`config.mk`:
```
export PLATFORM = sky130hd
export DESIGN_NAME = digit_entry_ctrl
export DESIGN_NICKNAME = d
export VERILOG_FILES = /design/src/rtl/digit_ctrl_pkg.sv /design/src/rtl/btn_edge_det.sv /design/src/rtl/digit_entry_ctrl.sv
export SDC_FILE = /design/constraint.sdc
export NUM_CORES = 1
export LEC_CHECK = 0
export CAP_MARGIN = 20
export CORE_ASPECT_RATIO = 0.9
export CORE_MARGIN = 5
export CORE_UTILIZATION = 45
export DETAILED_ROUTE_END_ITERATION = 8
export GPL_TIMING_DRIVEN = 0
export PLACE_DENSITY = 0.72
export SLEW_MARGIN = 10
export SYNTH_ARGS = -nofsm -noshare
export SYNTH_HDL_FRONTEND = slang
export SYNTH_SLANG_ARGS = --single-unit
export TNS_END_PERCENT = 50
```
`constraint.sdc`:
```
create_clock -name clk -period 3.9 [get_ports clk]
set_input_delay 0.78 -clock clk [delete_from_list [all_inputs] [get_ports clk]]
set_output_delay 0.78 -clock clk [all_outputs]
set_load 0.005 [all_outputs]
```
`src/rtl/digit_ctrl_pkg.sv`:
```
// Shared types and constants for the digit entry lock controller.
package digit_ctrl_pkg;

    typedef enum logic [2:0] {
        ST_IDLE,
        ST_ENTRY,
        ST_CHECK,
        ST_OPEN,
        ST_FAIL,
        ST_LOCKOUT
    } state_t;

    localparam logic [7:0] DEFAULT_CODE = 8'h79;
    localparam int unsigned TRIES_W = 4;

endpackage

```
`src/rtl/btn_edge_det.sv`:
```
// Rising-edge detector: registered one-cycle press pulse per 0->1 transition.
module btn_edge_det (
    input  logic clk,
    input  logic rst,
    input  logic btn,
    output logic press
);

    logic prev;

    // History resets high so a button held through reset release is not a press.
    always_ff @(posedge clk or posedge rst) begin
        if (rst) begin
            prev  <= 1'b1;
            press <= 1'b0;
        end else begin
            prev  <= btn;
            press <= btn & ~prev;
        end
    end

endmodule

```
`src/rtl/digit_entry_ctrl.sv`:
```
// Digit entry lock controller: sequences digit counters, checks code, handles open/fail/lockout.
// Optional ENTRY inactivity timeout enabled by defining DIGIT_ENTRY_CTRL_TIMEOUT_EN.
module digit_entry_ctrl
    import digit_ctrl_pkg::*;
#(
    parameter int unsigned NUM_DIGITS     = 4,
    parameter int unsigned DIGIT_W        = 2,
    parameter logic [NUM_DIGITS*DIGIT_W-1:0] CODE = DEFAULT_CODE,
    parameter int unsigned MAX_TRIES      = 3,
    parameter int unsigned OPEN_CYCLES    = 100_000_000,
    parameter int unsigned LOCKOUT_CYCLES = 300_000_000,
    parameter int unsigned TIMEOUT_CYCLES = 500_000_000
) (
    input  logic                            clk,
    input  logic                            rst,
    input  logic                            btn_inc,
    input  logic                            btn_next,
    input  logic                            btn_enter,
    input  logic [NUM_DIGITS*DIGIT_W-1:0]   digits_in,
    output logic [NUM_DIGITS-1:0]           inc,
    output logic                            clr_all,
    output logic [$clog2(NUM_DIGITS)-1:0]   digit_sel,
    output logic                            unlock,
    output logic                            fail,
    output logic                            alarm,
    output logic [TRIES_W-1:0]              tries
);

    localparam int unsigned SEL_W = $clog2(NUM_DIGITS);
    localparam logic [31:0] OPEN_LOAD = 32'(OPEN_CYCLES - 1);
    localparam logic [31:0] LOCK_LOAD = 32'(LOCKOUT_CYCLES - 1);
`ifdef DIGIT_ENTRY_CTRL_TIMEOUT_EN
    localparam logic [31:0] TIMEOUT_LOAD = 32'(TIMEOUT_CYCLES - 1);
`endif

    logic inc_p, next_p, enter_p, any_press;

    btn_edge_det u_edge_inc   (.clk(clk), .rst(rst), .btn(btn_inc),   .press(inc_p));
    btn_edge_det u_edge_next  (.clk(clk), .rst(rst), .btn(btn_next),  .press(next_p));
    btn_edge_det u_edge_enter (.clk(clk), .rst(rst), .btn(btn_enter), .press(enter_p));

    assign any_press = inc_p | next_p | enter_p;

    state_t                 state, state_n;
    logic [31:0]            timer, timer_n;
    logic [SEL_W-1:0]       sel_n;
    logic [TRIES_W-1:0]     tries_n;
    logic [NUM_DIGITS-1:0]  inc_n;
    logic                   clr_n;

    always_ff @(posedge clk or posedge rst) begin
        if (rst) begin
            state     <= ST_IDLE;
            timer     <= '0;
            digit_sel <= '0;
            tries     <= '0;
            inc       <= '0;
            clr_all   <= 1'b0;
            unlock    <= 1'b0;
            fail      <= 1'b0;
            alarm     <= 1'b0;
        end else begin
            state     <= state_n;
            timer     <= timer_n;
            digit_sel <= sel_n;
            tries     <= tries_n;
            inc       <= inc_n;
            clr_all   <= clr_n;
            unlock    <= (state_n == ST_OPEN);
            fail      <= (state_n == ST_FAIL);
            alarm     <= (state_n == ST_LOCKOUT);
        end
    end

    // Registered outputs are decoded from the next state so they align with the state they belong to.
    always_comb begin
        state_n = state;
        timer_n = timer;
        sel_n   = digit_sel;
        tries_n = tries;
        inc_n   = '0;
        clr_n   = 1'b0;
        case (state)
            ST_IDLE: begin
                if (any_press) begin
                    state_n = ST_ENTRY;
                    clr_n   = 1'b1;
                    sel_n   = '0;
`ifdef DIGIT_ENTRY_CTRL_TIMEOUT_EN
                    timer_n = TIMEOUT_LOAD;
`endif
                end
            end
            ST_ENTRY: begin
                if (enter_p) begin
                    state_n = ST_CHECK;
                end else if (next_p) begin
                    if (digit_sel == SEL_W'(NUM_DIGITS - 1))
                        sel_n = '0;
                    else
                        sel_n = digit_sel + 1'b1;
                end else if (inc_p) begin
                    inc_n = NUM_DIGITS'(1) << digit_sel;
                end
`ifdef DIGIT_ENTRY_CTRL_TIMEOUT_EN
                if (any_press) begin
                    timer_n = TIMEOUT_LOAD;
                end else if (timer == '0) begin
                    state_n = ST_IDLE;
                    clr_n   = 1'b1;
                end else begin
                    timer_n = timer - 1'b1;
                end
`endif
            end
            ST_CHECK: begin
                if (digits_in == CODE) begin
                    state_n = ST_OPEN;
                    tries_n = '0;
                    timer_n = OPEN_LOAD;
                end else begin
                    tries_n = tries + 1'b1;
                    if (tries_n == TRIES_W'(MAX_TRIES)) begin
                        state_n = ST_LOCKOUT;
                        timer_n = LOCK_LOAD;
                    end else begin
                        state_n = ST_FAIL;
                    end
                end
            end
            ST_OPEN: begin
                if (enter_p || timer == '0) begin
                    state_n = ST_IDLE;
                    clr_n   = 1'b1;
                end else begin
                    timer_n = timer - 1'b1;
                end
            end
            ST_FAIL: begin
                state_n = ST_ENTRY;
                clr_n   = 1'b1;
                sel_n   = '0;
`ifdef DIGIT_ENTRY_CTRL_TIMEOUT_EN
                timer_n = TIMEOUT_LOAD;
`endif
            end
            ST_LOCKOUT: begin
                if (timer == '0) begin
                    state_n = ST_IDLE;
                    tries_n = '0;
                    clr_n   = 1'b1;
                end else begin
                    timer_n = timer - 1'b1;
                end
            end
            default: state_n = ST_IDLE;
        endcase
    end

endmodule
```
Run 1, the metal 1 layer:
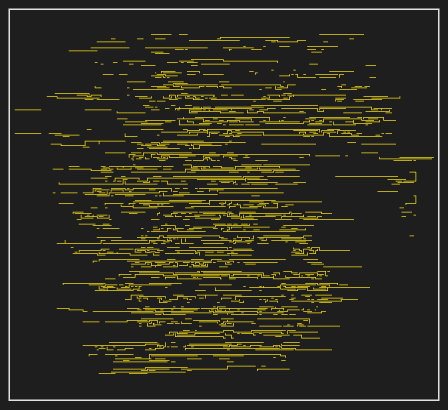
main direction = horizontal
share of all routed wire = 46%
longest straight run = 35.0 um
nets with wire on the layer = 362
wire length on this layer = 3680 um

Run 1, sequential cells coloured by netlist name:
Other sequential cells in the stronger grey, the rest of the logic in the fainter grey.
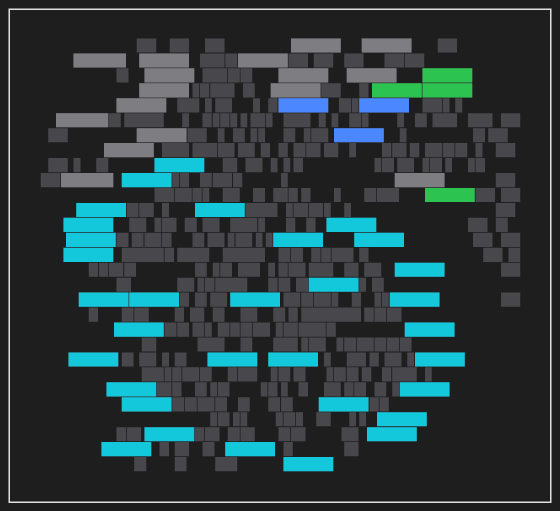
cyan -> `timer`  # sequential cells 32
green -> `tries`  # sequential cells 4, where top right
blue -> `state`  # sequential cells 3
not coloured = 16

Run 1, routed clock nets over the placement:
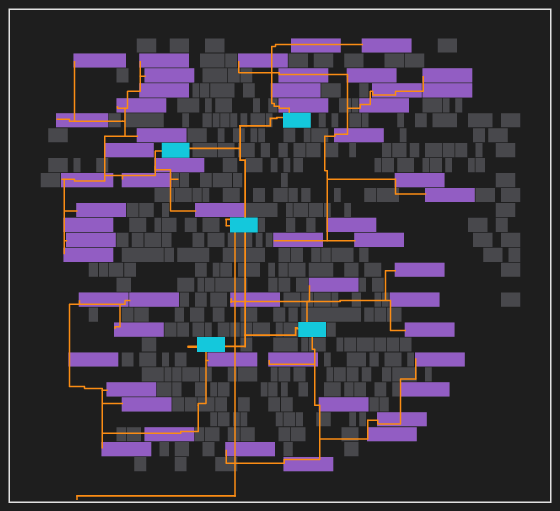
orange -> clock wires  # length 676 um
cyan -> cells driving clock nets  # count 5
purple -> flip-flops  # count 55
flops lie = widely spread
clock group power: 385 uW
Clock Power Share: 0.151
Skew-Pair Late Insertion Delay: 320 ps
clk_skew: 18.3 ps

[run 1: final timing paths]
check | slack [ps] | cells past startpoint | endpoint
min reg2reg | 490 | 1 | u_edge_enter.press$_DFF_PP0_
min in group asynchronous | 810 | 2 | timer[13]$_DFFE_PP0P_
max in group asynchronous | 2480 | 3 | u_edge_inc.prev$_DFF_PP1_
min | 490 | 1 | u_edge_enter.press$_DFF_PP0_
max reg2reg | 1020 | 6 | timer[31]$_DFFE_PP0P_
max | 720 | 6 | timer[31]$_DFFE_PP0P_
[run 1: metal layers]
metal	GRT usage	vias to the layer above	part of all wire
met5	0	-	0
met4	0.0757	0	0.024
met3	0.0328	24	0.080
met2	0.290	146	0.44
met1	0.283	1375	0.46
li1	-	1342	-
[run 1: per-stage QoR]
stage	cell area [um2]	hold WS, ps	power [uW]	util
finish	3660	494	2550	0.528
global route	3660	524	2750	0.528
CTS	3660	500	2540	0.528
detailed placement	3550	477	2150	0.512
global placement	3530	469	2120	0.509
floorplan	3150	464	1730	-
[run 1: power groups by stage]
| stage | Combinational, uW | Clock, uW | Sequential, uW |
|---|---|---|---|
| 6_report | 1230 | 385 | 937 |
| 4_1_cts | 1210 | 394 | 931 |
| 2_1_floorplan | 825 | 0 | 903 |
| 3_5_place_dp | 1210 | 0 | 941 |
| 5_1_grt | 1360 | 422 | 967 |
| 3_3_place_gp | 1180 | 0 | 933 |
[run 1: final cells by class]
cell class / count / area (um2) / share of cell area
plain buffers: 18 / 95.1 / 0.0260
clock buffers: 6 / 72.6 / 0.0198
clock inverters: 2 / 38.8 / 0.0106
inverters: 14 / 52.6 / 0.0143
multi-input cells: 246 / 1630 / 0.444
flip-flops and latches: 55 / 1380 / 0.377
well taps: 93 / 116 / 0.0318
repair buffers: 27 / 280 / 0.0765
==> impl_metrics.py, run 1 <==
# Physical implementation metrics
metrics = {
    "setup_path": {
        "arrival_ps": 3380,
        "crit_path_end_kind": "flip-flop",
        "worstSetupPathType": "input pin to flip-flop",
        "critPathTopFamily": "simple AND/OR/NAND/NOR gates",
        "crit_buf_inv": 1,
        "worst-path-max-fanout": 10,
        "r2r_start": "tries[1]$_DFFE_PP0P_",
    },
    "floorplanning": {
        "ios": 27,
        "die_w_um": 98.3,
        "core.rowCount": 29,
        "fp_util": 0.455,
    },
    "logic_synthesis": {
        "yosys-stat-cells": 333,
        "yosysWarningCount": 0,
        "ys.flops": 55,
        "netlist_instances": 333,
        "syn-num-nets": 353,
        "synth_cell_types": 57,
        "edf_count": 0,
    },
    "pwr": {
        "power.internal_uw": 1420,
        "ir_drop_v": 0.000304,
        "p_sw_uw": 1130,
        "seqPwrFrac": 0.367,
        "leakage_uw": 0.00143,
    },
    "global_routing": {
        "antenna_found_initial": 0,
        "grt_pass1_vias": 2690,
        "grt_max_degree": 34,
    },
    "layout": {
        "fill_cells": 647,
        "fin_nets": 387,
    },
    "final_timing": {
        "final_max_slew_viol_count": 0,
        "tightest_slew_ps": 1110,
        "setup_violations": 0,
    },
    "route": {
        "drt_iter0_markers": 297,
        "firstDrtPassIters": 5,
        "ant_nets": 0,
        "viasPerCell": 6.26,
    },
    "run_status": {
        "status": "completed",
    },
    "job": {
        "drv_cap": 0,
    },
    "cts": {
        "cts.sinks": 55,
        "cts_setup_buffers": 0,
        "cts-root-buf": "clkbuf_8",
        "numCtsBuffers": 5,
    },
    "worst_hold_path": {
        "hold_start": "u_edge_enter.prev$_DFF_PP1_",
        "holdCritPathClass": "flip-flop to flip-flop",
    },
}
--- run 2 (diff from run 1) ---
clock period = 3 ns   (was 3.9 ns; I/O delays follow)
Run 2, the metal 1 layer:
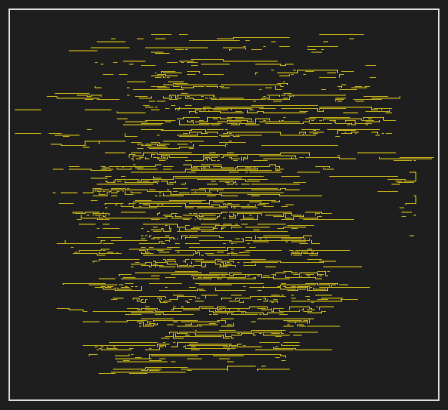
share of all routed wire = 46%
nets with wire on the layer = 362
main direction = horizontal

Run 2, routed clock nets over the placement:
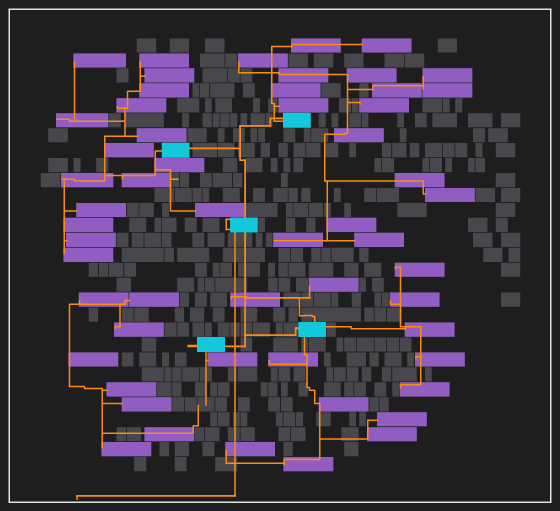
purple -> flip-flops  # count 55
cyan -> cells driving clock nets  # count 5
orange -> clock wires  # length 680 um
flops lie = widely spread
routed clock nets = 6
clk_skew: 16.4 ps
clock group power: 499 uW

==> run 2 against run 1 <==
  * Die area unchanged
  * Routed wire length decreased by 0.61%
  * Final cell count unchanged
  * Non-clock buffer count unchanged
  * Critical endpoint is now timer[18]$_DFFE_PP0P_
  * Largest cell class unchanged
  * Largest power group unchanged
==> impl_metrics.py, run 2 <==
# Physical implementation metrics
metrics = {
    "setup_path": {
        "critPathTopFamily": "buffers and inverters",
        "worstRegToRegCells": 9,
        "reg2reg_slack_ps": 410,
        "crit_buf_inv": 2,
        "r2r_start": "timer[0]$_DFFE_PP0P_",
    },
    "layout": {
        "nonClkBufAreaFrac": 0.102,
        "comb-cell-share": 0.445,
        "ff_count": 55,
        "inv_count": 14,
        "regArea_mm2": 0.00138,
        "seq_share": 0.376,
        "final.clkbuf_count": 6,
        "fill_cells": 647,
        "clock_area_frac": 0.0304,
        "logic_area_mm2": 0.00163,
        "largest_cell_class": "multi-input combinational cells",
    },
    "pwr": {
        "leakage_uw": 0.00143,
        "power_uw": 3310,
        "power_frac_clock": 0.151,
    },
    "floorplanning": {
        "ios": 27,
        "core.rowCount": 29,
        "nWellTaps": 93,
        "fp_util": 0.455,
    },
    "cts": {
        "clkLatencyLatePin_ps": 320,
        "numCtsBuffers": 5,
    },
    "logic_synthesis": {
        "edf_count": 0,
        "ys.flops": 55,
        "yosysWarningCount": 0,
        "syn-num-nets": 353,
    },
    "global_routing": {
        "use_met3": 0.0328,
        "antenna_found_initial": 0,
        "grtUsageMet2": 0.290,
        "grt_max_degree": 34,
        "grt_pass1_vias": 2690,
    },
    "final_timing": {
        "setup_violations": 0,
        "final_max_slew_viol_count": 0,
        "tightest_slew_ps": 636,
    },
    "route": {
        "ant_nets": 0,
        "top_layer_used": "met4",
        "firstDrtPassIters": 5,
        "wl_met2_mm": 3.51,
        "route.met3.wl_um": 650,
        "met1Wirelength_mm": 3.65,
    },
    "run_status": {
        "status": "completed",
    },
}
[run 2: kinds of logic (layout without fill, tap and decap cells)]
kind of cell | count (synthesis) | count (layout) | share of synthesized area
XOR/XNOR | 1 | 1 | 0.00278
buffers and inverters | 32 | 67 | 0.0468
AND-OR/OR-AND | 105 | 105 | 0.232
multiplexers | 3 | 3 | 0.00992
adder cells (fa/ha/maj) | 7 | 7 | 0.0278
AND/OR/NAND/NOR | 130 | 130 | 0.243
flip-flops | 55 | 55 | 0.438
[run 2: per-stage QoR]
stage	utilization	cells	TNS (ps)	cell area, um2
after floorplan	-	333	0	3150
after global placement	0.509	452	-854	3530
after detailed placement	0.512	453	-1770	3550
after CTS	0.528	461	0	3660
after global routing	0.529	461	0	3670
final	0.529	461	0	3670
[run 2: worst min-delay path by stage]
stage / start / slack [ps] / cells past startpoint / endpoint
2_1_floorplan: u_edge_enter.prev$_DFF_PP1_ / 460 / 1 / u_edge_enter.press$_DFF_PP0_
3_3_place_gp: u_edge_next.prev$_DFF_PP1_ / 470 / 1 / u_edge_next.press$_DFF_PP0_
3_5_place_dp: u_edge_enter.prev$_DFF_PP1_ / 480 / 1 / u_edge_enter.press$_DFF_PP0_
4_1_cts: u_edge_enter.prev$_DFF_PP1_ / 500 / 1 / u_edge_enter.press$_DFF_PP0_
5_1_grt: u_edge_enter.prev$_DFF_PP1_ / 520 / 1 / u_edge_enter.press$_DFF_PP0_
6_report: u_edge_enter.prev$_DFF_PP1_ / 490 / 1 / u_edge_enter.press$_DFF_PP0_
[run 2: power groups by stage]
stage               Sequential [uW]  Clock, uW  Combinational (uW)
detailed placement             1220          0                1570
CTS                            1210        513                1570
finish                         1220        499                1600
global placement               1210          0                1540
floorplan                      1170          0                1070
global route                   1260        548                1780
--- run 3 (diff from run 2) ---
ABC_AREA = 1   (was not set)
CORE_ASPECT_RATIO = 1.4   (was 0.9)
PLACE_DENSITY = 0.71   (was 0.72)
Run 3, I/O nets highlighted:
Bar = 20 um.
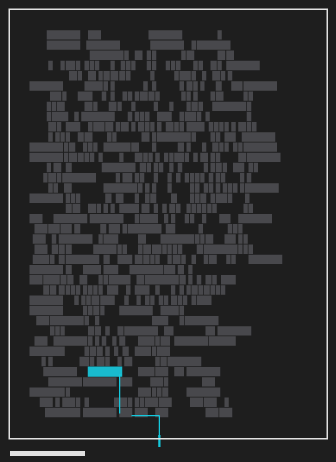
cyan -> `unlock`  # bits 1, direction output, end cells 1, buffers 1, wire 23.6 um
Ports: 27
port bufs: 26

Run 3, the metal 1 layer:
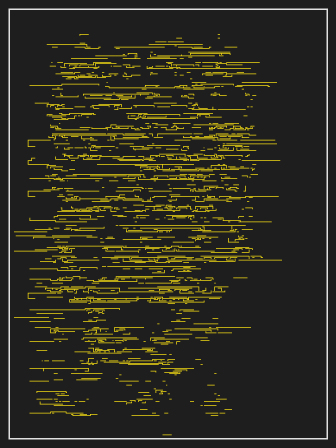
wire length on this layer = 3500 um
share of all routed wire = 42%
nets with wire on the layer = 501
main direction = horizontal

==> run 3 against run 2 <==
  * Sequential power is essentially flat
  * Sequential cell count unchanged
  * Register-to-register slack gained 510 ps
  * Global-route usage decreased by 0.65 points
  * Setup slack gained 510 ps
  * Count of clock-buffer cells in the layout is 1 lower
  * Worst hold slack lost 6.6 ps
  * Largest cell class unchanged
  * Largest power group unchanged
==> impl_metrics.py, run 3 <==
# Physical implementation metrics
metrics = {
    "worst_hold_path": {
        "hold_start": "u_edge_enter.prev$_DFF_PP1_",
        "hold_end": "u_edge_enter.press$_DFF_PP0_",
        "holdPathStages": 1,
    },
    "route": {
        "top_layer_used": "met4",
        "firstDrtPassIters": 4,
        "wl_met2_mm": 4.14,
        "met1Wirelength_mm": 3.50,
        "drt_iter0_markers": 205,
    },
    "floorplanning": {
        "fp_util": 0.455,
        "core.rowCount": 38,
    },
    "run_status": {
        "status": "completed",
    },
    "logic_synthesis": {
        "async_flop_share": 1.00,
        "synthFlopType": "dfrtp_1",
        "netlist_area_mm2": 0.00348,
        "yosysTopAreaCell": "dfrtp_1",
        "syn-num-nets": 512,
        "yosysWarningCount": 0,
        "edf_count": 0,
        "ys.flops": 55,
    },
    "setup_path": {
        "worstRegToRegCells": 12,
        "r2r_start": "timer[0]$_DFFE_PP0P_",
        "reg2reg_slack_ps": 920,
        "critPathTopFamily": "simple AND/OR/NAND/NOR gates",
        "crit_buf_inv": 3,
    },
    "final_timing": {
        "finalClockSkew_ps": 10.7,
        "setup_violations": 0,
        "setup_slack_ps": 863,
        "final_max_slew_viol_count": 0,
        "tightest_slew_ps": 602,
        "fin_setup_tns_ps": 0,
    },
    "pwr": {
        "leakage_uw": 0.00199,
        "power_frac_clock": 0.134,
    },
    "placement": {
        "placedInstanceArea_mm2": 0.00389,
        "placed_cells": 619,
    },
    "layout": {
        "postLayoutCoreUtil": 0.520,
        "fill_cells": 731,
        "final_cells": 627,
    },
    "cts": {
        "numCtsBuffers": 5,
        "clkLatencyLatePin_ps": 330,
    },
    "global_routing": {
        "grt_max_degree": 37,
        "grt_pass1_vias": 3073,
        "antenna_found_initial": 0,
    },
}
run 3: area by class of cell:
| cell class | count | area (um2) | share of cell area |
|---|---|---|---|
| Inverter | 48 | 180 | 0.0452 |
| Timing Repair Buffer | 27 | 280 | 0.0704 |
| Clock inverter | 3 | 26.3 | 0.00660 |
| Multi-Input combinational cell | 379 | 1850 | 0.464 |
| Clock buffer | 5 | 68.8 | 0.0173 |
| Tap cell | 100 | 125 | 0.0314 |
| Buffer | 10 | 75.1 | 0.0189 |
| Sequential cell | 55 | 1380 | 0.347 |
run 3: logic make-up (layout without fill, tap and decap cells):
group,count (synthesis),in the layout,share of synthesized area
buf+inv,58,93,0.0733
simple gates,343,343,0.445
flops,55,55,0.396
fa+ha+maj,7,7,0.0252
xor+xnor,11,11,0.0277
compound gates,18,18,0.0323
run 3: how the worst max path moves through the flow:
stage,end,slack [ps]
after floorplan,alarm$_DFF_PP0_,1060
after global placement,timer[6]$_DFFE_PP0P_,-20
after detailed placement,timer[22]$_DFFE_PP0P_,490
after CTS,timer[22]$_DFFE_PP0P_,850
after global routing,timer[4]$_DFFE_PP0P_,640
final,timer[22]$_DFFE_PP0P_,860
run 3: power groups by stage:
stage               Combinational (uW)  Clock, uW  Sequential [uW]
floorplan                         1250          0             1150
global placement                  1660          0             1200
detailed placement                1710          0             1200
CTS                               1710        466             1190
global route                      1950        500             1230
finish                            1710        449             1190
run 3: routing by layer:
metal | vias to the layer above | GRT usage
met4 | 0 | 0.0993
met1 | 1435 | 0.232
met5 | - | 0
met2 | 60 | 0.316
met3 | 24 | 0.0288
li1 | 1611 | -
Power and IR drop assume default switching activity.
